## src/rtl/rr_mux_select_arbiter.sv

```systemverilog
// Round-robin arbiter over four request lines with a per-grant hold limit.
// Drives the 4:1 mux select directly, plus a one-hot grant and a valid flag.
module rr_mux_select_arbiter #(
  parameter int unsigned MAX_HOLD = 8
) (
  input  logic       clk,
  input  logic       rst,
  input  logic [3:0] req,
  output logic [3:0] grant,
  output logic [1:0] select,
  output logic       valid
);

  typedef enum logic {
    IDLE  = 1'b0,
    GRANT = 1'b1
  } state_t;

  state_t     state, state_nx;
  logic [1:0] ptr, ptr_nx;
  logic [7:0] cnt, cnt_nx;
  logic [3:0] grant_nx;
  logic [1:0] select_nx;
  logic       valid_nx;

  logic [1:0] owner;
  logic [3:0] owner_mask;
  logic [3:0] others;
  logic [1:0] rel_ptr;
  logic [2:0] pick_idle;
  logic [2:0] pick_rel;
  logic       release_nat;
  logic       release_frc;

  // Returns {found, index} of the first set mask bit, searching upward from start (mod 4).
  function automatic logic [2:0] rr_pick(input logic [3:0] mask, input logic [1:0] start);
    logic [2:0] res;
    logic [1:0] idx;
    res = 3'b000;
    for (int k = 3; k >= 0; k--) begin
      idx = start + 2'(k);
      if (mask[idx]) begin
        res = {1'b1, idx};
      end
    end
    return res;
  endfunction

  // Owner is whatever select currently encodes; it is only meaningful in GRANT.
  assign owner       = select;
  assign owner_mask  = 4'b0001 << owner;
  assign others      = req & ~owner_mask;
  assign rel_ptr     = owner + 2'd1;
  assign pick_idle   = rr_pick(req, ptr);
  assign pick_rel    = rr_pick(others, rel_ptr);
  assign release_nat = ~req[owner];
  assign release_frc = (MAX_HOLD != 32'd0) && (cnt == 8'(MAX_HOLD)) && (|others);

  // Next-state and next-output logic.
  always_comb begin
    state_nx  = state;
    ptr_nx    = ptr;
    cnt_nx    = cnt;
    grant_nx  = grant;
    select_nx = select;
    valid_nx  = valid;
    case (state)
      IDLE: begin
        if (pick_idle[2]) begin
          state_nx  = GRANT;
          grant_nx  = 4'b0001 << pick_idle[1:0];
          select_nx = pick_idle[1:0];
          valid_nx  = 1'b1;
          cnt_nx    = 8'd1;
        end else begin
          state_nx = IDLE;
        end
      end
      GRANT: begin
        if (release_nat || release_frc) begin
          // The released owner is excluded from the same-edge re-arbitration.
          ptr_nx = rel_ptr;
          if (pick_rel[2]) begin
            grant_nx  = 4'b0001 << pick_rel[1:0];
            select_nx = pick_rel[1:0];
            valid_nx  = 1'b1;
            cnt_nx    = 8'd1;
          end else begin
            state_nx = IDLE;
            grant_nx = 4'b0000;
            valid_nx = 1'b0;
          end
        end else if (cnt != 8'd255) begin
          cnt_nx = cnt + 8'd1;
        end else begin
          cnt_nx = cnt;
        end
      end
      default: begin
        state_nx = IDLE;
        grant_nx = 4'b0000;
        valid_nx = 1'b0;
      end
    endcase
  end

  // State and registered outputs; select is deliberately not cleared on release.
  always_ff @(posedge clk or posedge rst) begin
    if (rst) begin
      state  <= IDLE;
      ptr    <= 2'd0;
      cnt    <= 8'd0;
      grant  <= 4'b0000;
      select <= 2'b00;
      valid  <= 1'b0;
    end else begin
      state  <= state_nx;
      ptr    <= ptr_nx;
      cnt    <= cnt_nx;
      grant  <= grant_nx;
      select <= select_nx;
      valid  <= valid_nx;
    end
  end

endmodule

```

## config.mk

```make
export PLATFORM = sky130hd
export DESIGN_NAME = rr_mux_select_arbiter
export DESIGN_NICKNAME = d
export VERILOG_FILES = /design/src/rtl/rr_mux_select_arbiter.sv
export SDC_FILE = /design/constraint.sdc
export NUM_CORES = 1
export LEC_CHECK = 0
export CAP_MARGIN = 20
export CELL_PAD_IN_SITES_DETAIL_PLACEMENT = 1
export CELL_PAD_IN_SITES_GLOBAL_PLACEMENT = 2
export CORE_MARGIN = 8
export CORE_UTILIZATION = 35
export DETAILED_ROUTE_END_ITERATION = 6
export PLACE_DENSITY = 0.82
export SLEW_MARGIN = 40
export SYNTH_ARGS = -nofsm -noshare
export SYNTH_HDL_FRONTEND = slang
export SYNTH_SLANG_ARGS = --single-unit
```

## constraint.sdc

```tcl
create_clock -name clk -period 2.8 [get_ports clk]
set_clock_uncertainty 0.05 [all_clocks]
set_input_delay 0.56 -clock clk [delete_from_list [all_inputs] [get_ports clk]]
set_output_delay 0.56 -clock clk [all_outputs]
set_load 0.1 [all_outputs]
```

### Wiring heat map, run 1

Scale: 4 px per um. The die is cut into 16 by 16 equal tiles; dark blue is low, red is high, scaled to the fullest tile. Values are wire area over tile area, all layers added.
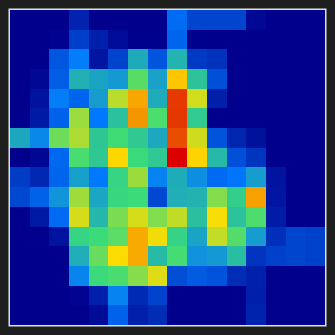
tiles over half the peak	16%
densest ninth of the die	centre
emptiest ninth of the die	upper right
fullest tile	0.43

### Pin placement, run 1

Scale: 6 px per um. Pins as bars across the die edge, other pins in grey.
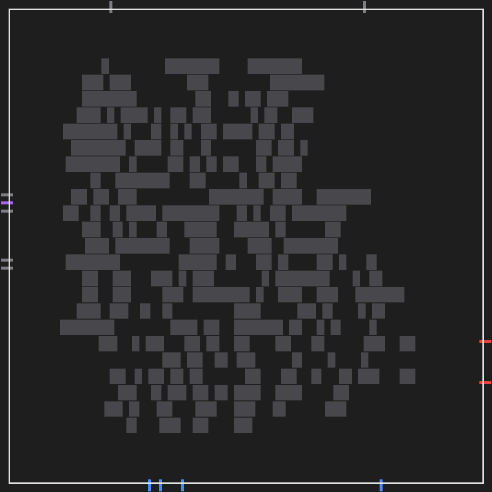
colour	port	pins	direction	edge
red	`select`	2	output	right
purple	`valid`	1	output	left
blue	`req`	4	input	bottom

==> impl_metrics.toml, run 1 <==
# flow metrics
[power]
peakVddDrop_uv = 778
power_leader = "combinational logic"
p_sw_mw = 1.04
p_seq_frac = 0.236
comb-power_mw = 1.33

[critical_path]
reg2reg_slack_ns = 0.24

[finish]
syn2layout_area_growth_pct = 20.8
num-multi-input-gates = 111
final_util = 0.428
numSequentialCells = 18
clock_buffers = 4
nFillCells = 457
buffers = 26

[floorplanning]
die_y_um = 78.7
num_rows = 23

[cts]
cts_inserted_buffers = 3
tritoncts = "built"

[synth]
top_cell_area_share = 0.327
mux_area_frac = 0.131
flop_cell = "dfrtp_1"
ys_async_sr_fraction = 1.00
logic_family = "AND-OR/OR-AND gates"

[global_routing]
grt_usage = 0.129

[run_status]
status = "finished clean"

[worst_hold_path]
min_to = "grant[2]"
### Metal 2, run 1

Scale: 6 px per um. Cells faint in the background.
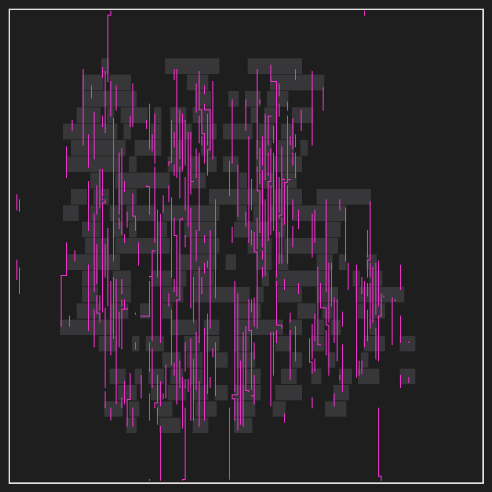
share of all routed wire	47%
longest straight run	32.6 um

==> run 1 -> run 2 <==
--- a/config.mk
+++ b/config.mk
@@ -5,7 +5,7 @@
 export SDC_FILE = /design/constraint.sdc
 export NUM_CORES = 1
 export LEC_CHECK = 0
-export CAP_MARGIN = 20
+export CAP_MARGIN = 15
 export CELL_PAD_IN_SITES_DETAIL_PLACEMENT = 1
 export CELL_PAD_IN_SITES_GLOBAL_PLACEMENT = 2
 export CORE_MARGIN = 8
### Metal 3, run 2

Scale: 6 px per um. Cells faint in the background.
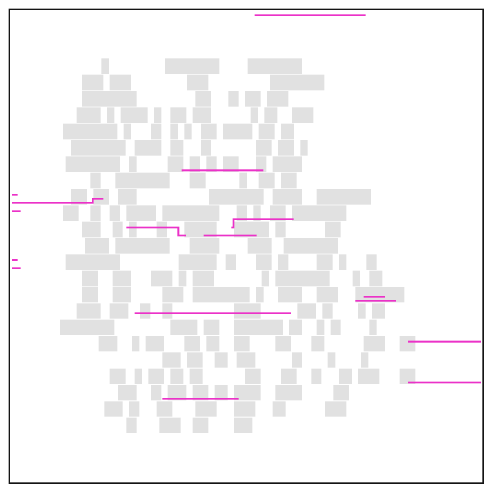
share of all routed wire	4.0%
longest straight run	25.8 um
nets with wire on the layer	14

### Pin placement, run 2

Scale: 6 px per um. Pins as bars across the die edge, other pins in grey.
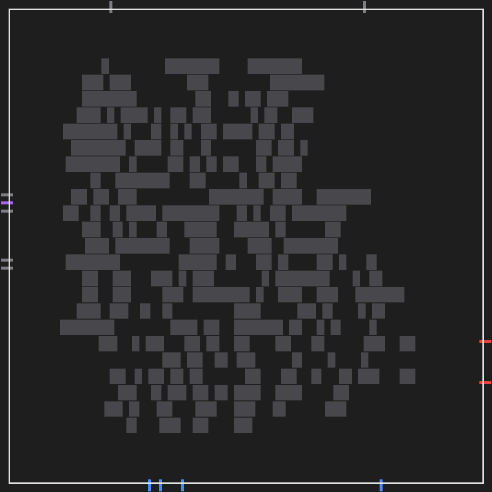
colour	port	pins	direction	edge
purple	`valid`	1	output	left
blue	`req`	4	input	bottom
red	`select`	2	output	right
all pins by edge	5 left, 4 bottom, 2 top, 2 right
PortBufs: 12
Die Y-Extent: 78.7 um
die width: 78.7 um

### Wiring heat map, run 2

Scale: 4 px per um. The die is cut into 16 by 16 equal tiles; dark blue is low, red is high, scaled to the fullest tile. Values are wire area over tile area, all layers added.
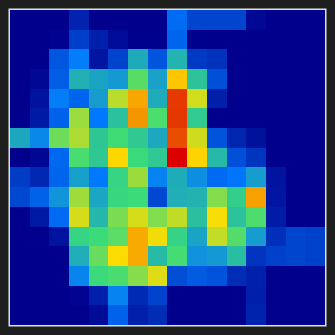
tiles over half the peak	16%
mean over tiles	0.094
densest ninth of the die	centre
GRT Util Overall: 0.129
via count: 1242
average wire per cell in the routed design: 17.4 um

==> run 2 against run 1 <==
Net effect: synthesized area did not move; sequential power about the same; via count is the same; sequential share of layout area stayed put; register-to-register slack about the same; flip-flop count did not move; count of clock-buffer cells in the layout unchanged; die size did not move; critical path depth unchanged; utilization stayed put; worst setup slack is the same; non-clock buffer count did not move; critical endpoint unchanged; largest cell class unchanged; largest power group unchanged; highest routed layer unchanged.
==> impl_metrics.toml, run 2 <==
# flow metrics
[run_status]
status = "finished clean"

[cts]
cts_resized = 0
cts_inserted_buffers = 3
tritoncts = "built"

[finish]
num-multi-input-gates = 111
numSequentialCells = 18
syn2layout_area_growth_pct = 20.8
buffers = 26
final_util = 0.428
clock_buffers = 4
nFillCells = 457
mostFrequentLayoutCell = "buf_4"

[synth]
ys_async_sr_fraction = 1.00
yosysCellCount = 148
logic_family = "AND-OR/OR-AND gates"
flop_cell = "dfrtp_1"
mux_area_frac = 0.131
top_cell_area_share = 0.327
netlist_area_mm2 = 0.00138

[power]
p_sw_mw = 1.04
power_leader = "combinational logic"
peakVddDrop_uv = 778
p_seq_frac = 0.236
comb-power_mw = 1.33

[drt]
met3WireLength_um = 153

[global_routing]
grt-busiest-layer = "met2"

[run]
tool_warnings = 30

[worst_hold_path]
min_to = "grant[2]"

[critical_path]
crit_fanout = 5
cp_slowest_cell = "or4_1"
reg2reg_slack_ns = 0.24

[floorplanning]
num_rows = 23
die_area_mm2 = 0.00620

[timing]
drv_slew = 0
Power and IR drop assume default switching activity.
